[src/rtl/multi_channel_sequencer.sv]
// multi_channel_sequencer
// Round-robin poller for NUM_CH converter channels sharing one sample bus.
// Each channel gets one-hot enable in RUN until its done flag arrives; the
// sample is latched and shown on four hex digits. A connect event parks the
// poller in CONN, where the reconfiguration controller is enabled until it
// reports completion.
//
// Build option: define SEQ_TIMEOUT_EN to add a per-channel RUN timeout that
// sets a sticky error flag and moves on. Without it RUN waits indefinitely
// and err_o is constant zero.
//
// Handshake note: done_i[ch_o] and cfg_done_i are sampled as single-cycle
// qualifiers. data_i is only looked at in the RUN cycle where done_i[ch_o]
// is high. Other done_i bits are ignored. conect_i is a level: every cycle
// it is high re-arms the connect-pending flag.
module multi_channel_sequencer #(
    parameter  int NUM_CH      = 4,
    parameter  int DATA_W      = 9,
    parameter  int TIMEOUT_CYC = 1023,
    localparam int CH_W        = (NUM_CH > 2) ? $clog2(NUM_CH) : 1
) (
    input  logic              clk,
    input  logic              rst,
    input  logic              conect_i,
    input  logic [NUM_CH-1:0] done_i,
    input  logic              cfg_done_i,
    input  logic [DATA_W-1:0] data_i,
    output logic [NUM_CH-1:0] en_o,
    output logic              cfg_en_o,
    output logic [1:0]        state_o,
    output logic [CH_W-1:0]   ch_o,
    output logic [3:0]        conn_cnt_o,
    output logic [NUM_CH-1:0] err_o,
    output logic [3:0]        disp0_o,
    output logic [3:0]        disp1_o,
    output logic [3:0]        disp2_o,
    output logic [3:0]        disp3_o
);

    typedef enum logic [1:0] {
        IDLE = 2'b00,
        RUN  = 2'b01,
        CONN = 2'b10,
        NEXT = 2'b11
    } state_t;

    // Elaboration-time guard on the supported parameter ranges.
    if (NUM_CH < 2 || NUM_CH > 16 || DATA_W < 9 || DATA_W > 16 ||
        TIMEOUT_CYC < 1 || TIMEOUT_CYC > 65535) begin : g_param_check
        $error("multi_channel_sequencer: parameter out of range");
    end

    localparam logic [CH_W-1:0] CH_LAST = CH_W'(NUM_CH - 1);

    state_t              state_q;
    state_t              state_nxt;
    logic [CH_W-1:0]     ch_q;
    logic [CH_W-1:0]     ch_nxt;
    logic [CH_W-1:0]     ch_inc;
    logic [CH_W-1:0]     last_ch_q;
    logic [DATA_W-1:0]   sample_q;
    logic [3:0]          conn_cnt_q;
    logic                pend_q;
    logic                armed_q;
    logic                capture;
    logic                timeout;
    logic                conn_done;
    logic [NUM_CH-1:0]   err_q;

    // Next channel index, wrapping at the last channel.
    assign ch_inc = (ch_q == CH_LAST) ? '0 : ch_q + 1'b1;

`ifdef SEQ_TIMEOUT_EN
    localparam logic [15:0] TMO_LAST = 16'(TIMEOUT_CYC - 1);
    logic [15:0] tmo_cnt_q;
    logic        tmo_hit;
    assign tmo_hit = (tmo_cnt_q == TMO_LAST);
`else
    logic tmo_hit;
    assign tmo_hit = 1'b0;
`endif

    // State and channel registers.
    always_ff @(posedge clk or posedge rst) begin
        if (rst) begin
            state_q <= IDLE;
            ch_q    <= '0;
        end else begin
            state_q <= state_nxt;
            ch_q    <= ch_nxt;
        end
    end

    // Next-state logic plus the state-decoded enables.
    always_comb begin
        state_nxt = state_q;
        ch_nxt    = ch_q;
        capture   = 1'b0;
        timeout   = 1'b0;
        conn_done = 1'b0;
        en_o      = '0;
        cfg_en_o  = 1'b0;
        case (state_q)
            IDLE: begin
                // armed_q delays the first RUN by one edge after reset release
                ch_nxt = '0;
                if (armed_q) begin
                    state_nxt = RUN;
                end
            end
            RUN: begin
                en_o = NUM_CH'(1) << ch_q;
                if (done_i[ch_q]) begin
                    // a completion on the timeout cycle still wins
                    capture   = 1'b1;
                    state_nxt = NEXT;
                end else if (tmo_hit) begin
                    timeout   = 1'b1;
                    state_nxt = NEXT;
                end
            end
            NEXT: begin
                if (pend_q) begin
                    state_nxt = CONN;
                end else begin
                    state_nxt = RUN;
                    ch_nxt    = ch_inc;
                end
            end
            CONN: begin
                cfg_en_o = 1'b1;
                if (cfg_done_i) begin
                    conn_done = 1'b1;
                    state_nxt = RUN;
                    ch_nxt    = ch_inc;
                end
            end
            default: begin
                state_nxt = IDLE;
                ch_nxt    = '0;
            end
        endcase
    end

    // Datapath: sample/last-channel capture, connect bookkeeping, reset arm.
    always_ff @(posedge clk or posedge rst) begin
        if (rst) begin
            sample_q   <= '0;
            last_ch_q  <= '0;
            conn_cnt_q <= '0;
            pend_q     <= 1'b0;
            armed_q    <= 1'b0;
        end else begin
            armed_q <= 1'b1;
            if (capture) begin
                sample_q  <= data_i;
                last_ch_q <= ch_q;
            end else if (timeout) begin
                last_ch_q <= ch_q;
            end
            if (conn_done) begin
                conn_cnt_q <= conn_cnt_q + 4'd1;
            end
            // a new connect event overrides the clear from a finished CONN
            if (conect_i) begin
                pend_q <= 1'b1;
            end else if (conn_done) begin
                pend_q <= 1'b0;
            end
        end
    end

`ifdef SEQ_TIMEOUT_EN
    // RUN cycle counter: counts while staying in RUN, zero otherwise so every
    // RUN entry starts from zero.
    always_ff @(posedge clk or posedge rst) begin
        if (rst) begin
            tmo_cnt_q <= '0;
        end else if (state_q == RUN && state_nxt == RUN) begin
            tmo_cnt_q <= tmo_cnt_q + 16'd1;
        end else begin
            tmo_cnt_q <= '0;
        end
    end

    // Sticky per-channel error flags: set on timeout, cleared on a good sample.
    always_ff @(posedge clk or posedge rst) begin
        if (rst) begin
            err_q <= '0;
        end else if (capture) begin
            err_q[ch_q] <= 1'b0;
        end else if (timeout) begin
            err_q[ch_q] <= 1'b1;
        end
    end
`else
    assign err_q = '0;
`endif

    assign err_o      = err_q;
    assign state_o    = state_q;
    assign ch_o       = ch_q;
    assign conn_cnt_o = conn_cnt_q;

    // Hex display, decoded from registered state only.
    always_comb begin
        disp0_o = sample_q[3:0];
        disp1_o = sample_q[7:4];
        disp2_o = sample_q[DATA_W-1] ? 4'hA : 4'hC;
        disp3_o = 4'(last_ch_q);
        if (state_q == CONN) begin
            disp0_o = conn_cnt_q[0] ? 4'hE : 4'hB;
            disp1_o = conn_cnt_q[0] ? 4'hD : 4'hC;
            disp2_o = 4'hE;
            disp3_o = {2'b00, state_q};
        end else if (err_q[last_ch_q]) begin
            disp0_o = 4'hF;
            disp1_o = 4'hF;
        end
    end

endmodule

[config.mk]
export PLATFORM = sky130hd
export DESIGN_NAME = multi_channel_sequencer
export DESIGN_NICKNAME = d
export VERILOG_FILES = /design/src/rtl/multi_channel_sequencer.sv
export SDC_FILE = /design/constraint.sdc
export NUM_CORES = 1
export LEC_CHECK = 0
export CAP_MARGIN = 20
export CORE_ASPECT_RATIO = 1.1
export CORE_MARGIN = 5
export CORE_UTILIZATION = 45
export CTS_CLUSTER_SIZE = 10
export DETAILED_ROUTE_END_ITERATION = 8
export GPL_TIMING_DRIVEN = 0
export PLACE_DENSITY = 0.84
export SETUP_SLACK_MARGIN = 0.1
export SLEW_MARGIN = 20
export SYNTH_ARGS = -nofsm -noshare
export SYNTH_HDL_FRONTEND = slang
export SYNTH_SLANG_ARGS = --single-unit
export TNS_END_PERCENT = 1
[constraint.sdc]
create_clock -name clk -period 4.48 [get_ports clk]
set_input_delay 0.672 -clock clk [delete_from_list [all_inputs] [get_ports clk]]
set_output_delay 0.672 -clock clk [all_outputs]
set_load 0.005 [all_outputs]
Placement by cell class:
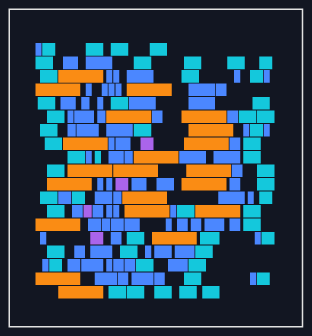
color	class	cells	share of their area
blue	combinational and other logic	82	36%
cyan	other buffers and delay cells	52	30%
orange	flops	21	32%
purple	clock drivers and dummy loads	4	1.7%
Core ar.: 0.00250 sq mm
Final Util: 67.4%
sequential share of cell area: 31.3%

Routed clock nets over the placement:
Bar = 20 um.
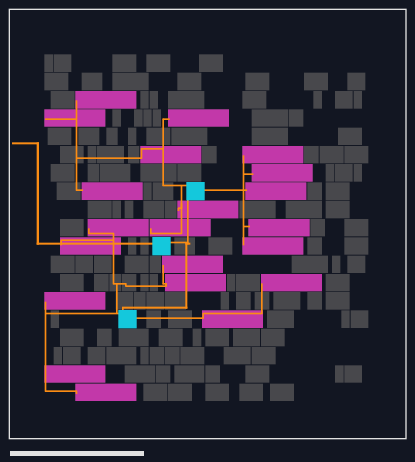
[magenta] flip-flops | count: 21
[cyan] clock drivers | count: 3
[orange] clock wires | length: 251 um
routed clock nets	4
clk pwr: 0.0914 mW
Clock power frac: 8.5%

==> results_dict.tcl <==
# metrics dict for downstream scripts
set metrics [dict create \
    critPathRequiredTime_ps 3810 \
    post_cts_buffers 0 \
    busiest_layer "met2" \
    grtUsageTotal_pct 15.3 \
    r2r_cells 5 \
    hpwl_um 1980 \
    flop_cell "dfrtp_1" \
    hold_buffers 0 \
    cpMostUsedCell "nand2_1" \
    cp-start-kind "flop" \
    fp-utilization_pct 47.2 \
    synth-edff-count 0 \
    vias 909 \
    fin_nets 182 \
    fillers 207 \
    reg2reg_to "sample_q[2]" \
    fin_ws_ps 1650 \
    synth_cell_type_count 31 \
    finalCritPeriodShare_pct 63.2 \
    min_period_ps 2830 \
    final_area_sq_mm 0.00168 \
    p_comb_share_pct 58.6 \
    crit_arrival_ps 2160 \
    cts-root-buf "clkbuf_4" \
    place_ws_ps 2020 \
    rsz0062_at_grt "no" \
    post_dp_cell_area_sq_mm 0.00165 \
    antenna_cells 0 \
    drt_iter0_markers 10 \
    use_met3_pct 4.49 \
    gp_congestion 0.797 \
    tool_warnings 29 \
    synth-cells-yosys 107 \
    outcome "complete, no violations" \
    p_comb_mw 0.631 \
    topCellsByArea "dfrtp_1 (45%), mux2_4 (11%), buf_4 (5.7%)" \
    p_int_mw 0.711 \
    port_buffers 41 \
    seq_power_share_pct 32.9 \
    drc 0 \
    crit_slowest_cell "clkdlybuf4s50_1" \
    setup_viol 0 \
    path_clk_slew_ps 120 \
    yosysMostFrequentCell "dfrtp_1" \
    grt_pass1_wl_um 4460 \
    top_area_cell "dfrtp_1" \
    layout_top_cell "clkdlybuf4s50_1" \
    hold_viol_final 0 \
    synth_seq_share_pct 44.6 \
    ios 50 \
    path_depth 7 \
    cpPeakStageDelay_ps 500 \
    yosys-top-cells-count "dfrtp_1 (21), nand2_1 (12), buf_4 (9), mux2_4 (9), or2_1 (6)" \
    synthCells 107 \
    cp-startpoint "state_o[0]" \
    wl_um 2600 \
    crit_buf_inv 4 \
    compound_area_share_pct 6.26 \
    logic_area_sq_um 574 \
    largest_reg_flops 9 \
    switching_share_pct 33.9 \
    ys_warn_count 0 \
    die_w_um 58.8 \
    nonClockInverterCount 6 \
    switchingPower_mw 0.365 \
    crit_fanout 10 \
    critical-path-top-delay-family "buffers and inverters" \
    synth-seq-cells 21 \
    worstPathCellList "inv_2 > nand2_1 > inv_2 > clkbuf_1 > nand2_1 > nand2_1 > clkdlybuf4s50_1" \
    seq_cell_power_mw 0.354 \
    dr.max_layer_used "met4" \
    detail-route-antenna-nets 0 \
    ys_top_logic_family "multiplexers" \
    tightest_slew_ps 793 \
    drive_gt1_share_pct 18.9 \
    power_leader "combinational cells" \
    endpoint "disp0_o[2]" \
    layout_top_cells "clkdlybuf4s50_1 (41), dfrtp_1 (21), nand2_1 (12)" \
    comb_share_pct 34.2 \
    placed_cells 186 \
    wl_per_cell_um 13.7 \
    p_total_mw 1.08 \
    power.density_mw_per_mm2 640 \
    worstHoldEndpoint "conn_cnt_o[3]" \
    wl_met2_um 1320 \
    h-tree-depth 1 \
    hp-start "conn_cnt_o[3]" \
    reg2reg_from "ch_o[1]" \
    worstSetupPathType "reg2out" \
    nMultiInputCombCells 76 \
    netlist_area_sq_mm 0.00118 \
    antenna_found_initial 0 \
    async_flop_share_pct 100 \
    clk_share_pct 1.64 \
]
Clock nets:
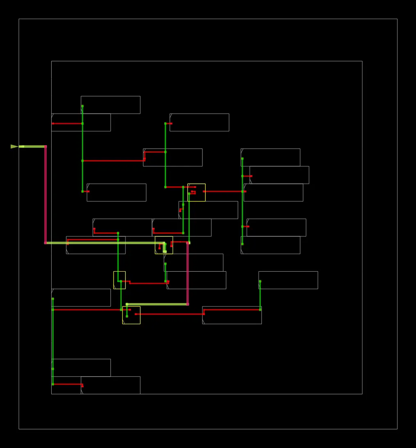
worst clock skew: 5.30 ps
Num CTS Buffers: 3
CTS sink count: 21
clock buffers: 3
FF+latch count: 21

No activity file was given, so power comes from the tool's default toggle rates.
